==> config.mk <==
export PLATFORM = sky130hd
export DESIGN_NAME = lsu_bus_master
export DESIGN_NICKNAME = d
export VERILOG_FILES = /design/src/rtl/lsu_bus_master_pkg.sv /design/src/rtl/lsu_bus_master_load_align.sv /design/src/rtl/lsu_bus_master.sv
export SDC_FILE = /design/constraint.sdc
export NUM_CORES = 1
export LEC_CHECK = 0
export CORE_MARGIN = 2
export CORE_UTILIZATION = 50
export CTS_BUF_LIST = sky130_fd_sc_hd__clkbuf_4 sky130_fd_sc_hd__clkbuf_8 sky130_fd_sc_hd__clkbuf_16
export DETAILED_ROUTE_END_ITERATION = 12
export DONT_BUFFER_PORTS = 1
export HOLD_SLACK_MARGIN = 0.02
export PLACE_DENSITY_LB_ADDON = 0.05
export REMOVE_ABC_BUFFERS = 1
export SETUP_SLACK_MARGIN = 0.05
export SYNTH_ARGS = -nofsm -noshare
export SYNTH_HDL_FRONTEND = slang
export SYNTH_SLANG_ARGS = --single-unit
==> constraint.sdc <==
create_clock -name clk -period 3.9 [get_ports clk]
set_input_delay 0.78 -clock clk [delete_from_list [all_inputs] [get_ports clk]]
set_output_delay 0.78 -clock clk [all_outputs]
set_load 0.05 [all_outputs]
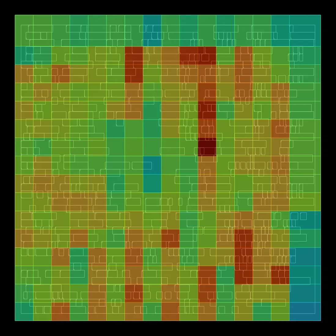
*Routing congestion map*
GRT Max-Usage Layer: met2
met3 Use GR: 0.0791
DR WL/cell: 19.5 um
GRT met2 Usage: 0.332
M1 GR Usage: 0.275

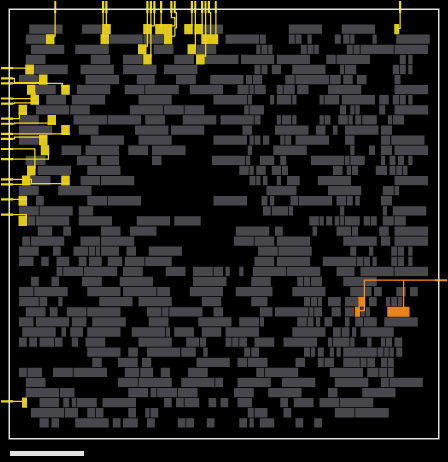
*I/O nets highlighted*
Bar = 20 um.
orange -> `bus_ready`  # bits 1, direction input, edge east, end cells 3, buffers 0, wire 37.7 um
yellow -> `bus_addr`  # bits 32, direction output, edge 16 north, 16 west, end cells 32, buffers 0, wire 265 um
top-level I/O count: 209
# port buffers: 0

==> flow_summary.yaml <==
# yosys + openroad results
power_and_ir_drop:
  power_switching_share: 0.457
  internal_power_mw: 3.54
  p_clk_frac: 0.212
  power_frac_seq: 0.418
  vdd.ir_drop.worst_uv: 455
timing:
  tightest_slew_ns: 1.15
  skew_ns: 0.00842
  slew_viol_final: 0
  setup_violations: 0
  period_used_share: 0.851
  rsz0062_at_grt: "no"
  hold_violations: 0
  fin_crit_ns: 3.32
floorplan:
  nWellTaps: 168
  chipWidth_um: 115
  fp.dieH_um: 115
  chipArea_um2: 13300
job:
  tool_warnings: 28
  drv_cap: 0
layout:
  area_growth_pct: 10.7
  final_nets: 652
  postLayoutCellArea_um2: 6860
  sh_seq_area: 0.416
  fin_util: 0.569
  register_area_um2: 2850
  logic_area_um2: 3120
  final-nonclk-buf-share: 0.0186
  top_area_cell_class: "multi-input combinational cells"
  fill_cells: 1040
  clkCellAreaFrac: 0.0766
drt:
  drt_iter0_drc: 238
  drt_pass1_iterations: 4
  dr_total_vias: 4082
  routed_wl_um: 14000
yosys:
  fa_ha_area_frac: 0.00404
  async_flop_share: 1.00
  ys_area_um2: 6190
  synth-main-ff-cell: "dfrtp_1"
  yosysUniqueCellTypes: 42
  numSynthFlops: 114
  synth_xor_xnor_area_share: 0.00141
  postSynthSeqShare: 0.461
  syn_inst: 555
  edf_count: 0
  postSynthAreaPerCell_um2: 11.2
global_route:
  grt_pass1_wl_um: 22000
  grt_start_max_net_pins: 116
  track_usage: 0.215
  first_global_vias: 4226
cts:
  clkTransAtPathRegs_ns: 0.05
  insertion_delay_ns: 0.40
  cts.repair.resized: 0
  cts.sinks: 114
  cts_tree: "done"
setup_path:
  cp.depth: 3
  critPathSlowestCell: "inv_2"
  critPathLaunchType: "flop"
  path_class: "flop to output port"
  slowest_delay_ns: 0.70
  worstPathCellList: "nand2b_1 > inv_2 > and2_1"
  critPathCaptureType: "output port"
  crit_buf_inv: 1
run_status:
  status: "finished, final reports clean"
placement:
  place_ws_ns: 1.01
  placed_area_um2: 6330
==> synthesized netlist by cell type, types with 2 or more instances <==
master    instances  share of area
nor2b_1           4         0.0040
o22ai_1           3         0.0030
mux2_2           26          0.047
nor3_1            6         0.0048
nor3b_1           7         0.0085
buf_6             7          0.013
nand3_1          35          0.028
o21bai_1          2         0.0024
buf_1             2         0.0012
a22oi_1           8         0.0097
buf_4             2         0.0024
nand2_1          54          0.033
clkbuf_1         28          0.017
a21oi_1           5         0.0040
ha_1              2         0.0040
nor2_1           22          0.013
o211ai_1          4         0.0048
mux2_4           70           0.17
nand2b_1          3         0.0030
dfrtp_1         114           0.46
o21ai_0          34          0.027
o21a_1            2         0.0024
mux2i_1          10          0.016
inv_1             6         0.0036
a22o_1            7         0.0099
and2_1           70          0.071
a311oi_1          7         0.0099
==> worst register-to-register path: stages, from the launching register on <==
cell and delay, ns:
dfrtp_1 0.51, nand2b_1 0.31, nor3_2 0.94, buf_4 0.30, nand3_1 0.09, nand3_1 0.14
==> metal layers <==
metal  up-vias  wire (um)  track usage
li1       1911          -            -
met1      1985       6060        0.275
met2       156       6590        0.332
met3        28       1090       0.0791
met4         2        289       0.0843
met5         -         13            0
==> cells in the final DEF (no fill, tap or decap), types with 8 or more instances in the layout <==
cell type	n
o21ai_0	34
and2_1	70
mux2_2	26
mux2i_1	10
clkbuf_16	17
nand3_1	35
a22oi_1	8
buf_4	9
dfrtp_1	114
nand2_1	54
nor2_1	22
mux2_4	70
==> power groups by stage <==
stage | registers, mW | clock network (mW) | logic [mW]
3_3_place_gp | 2.74 | 0 | 2.37
5_1_grt | 2.80 | 1.47 | 2.57
4_1_cts | 2.73 | 1.41 | 2.43
2_1_floorplan | 2.55 | 0 | 2.18
6_report | 2.72 | 1.38 | 2.41
3_5_place_dp | 2.73 | 0 | 2.43
No activity file was given, so power comes from the tool's default toggle rates.
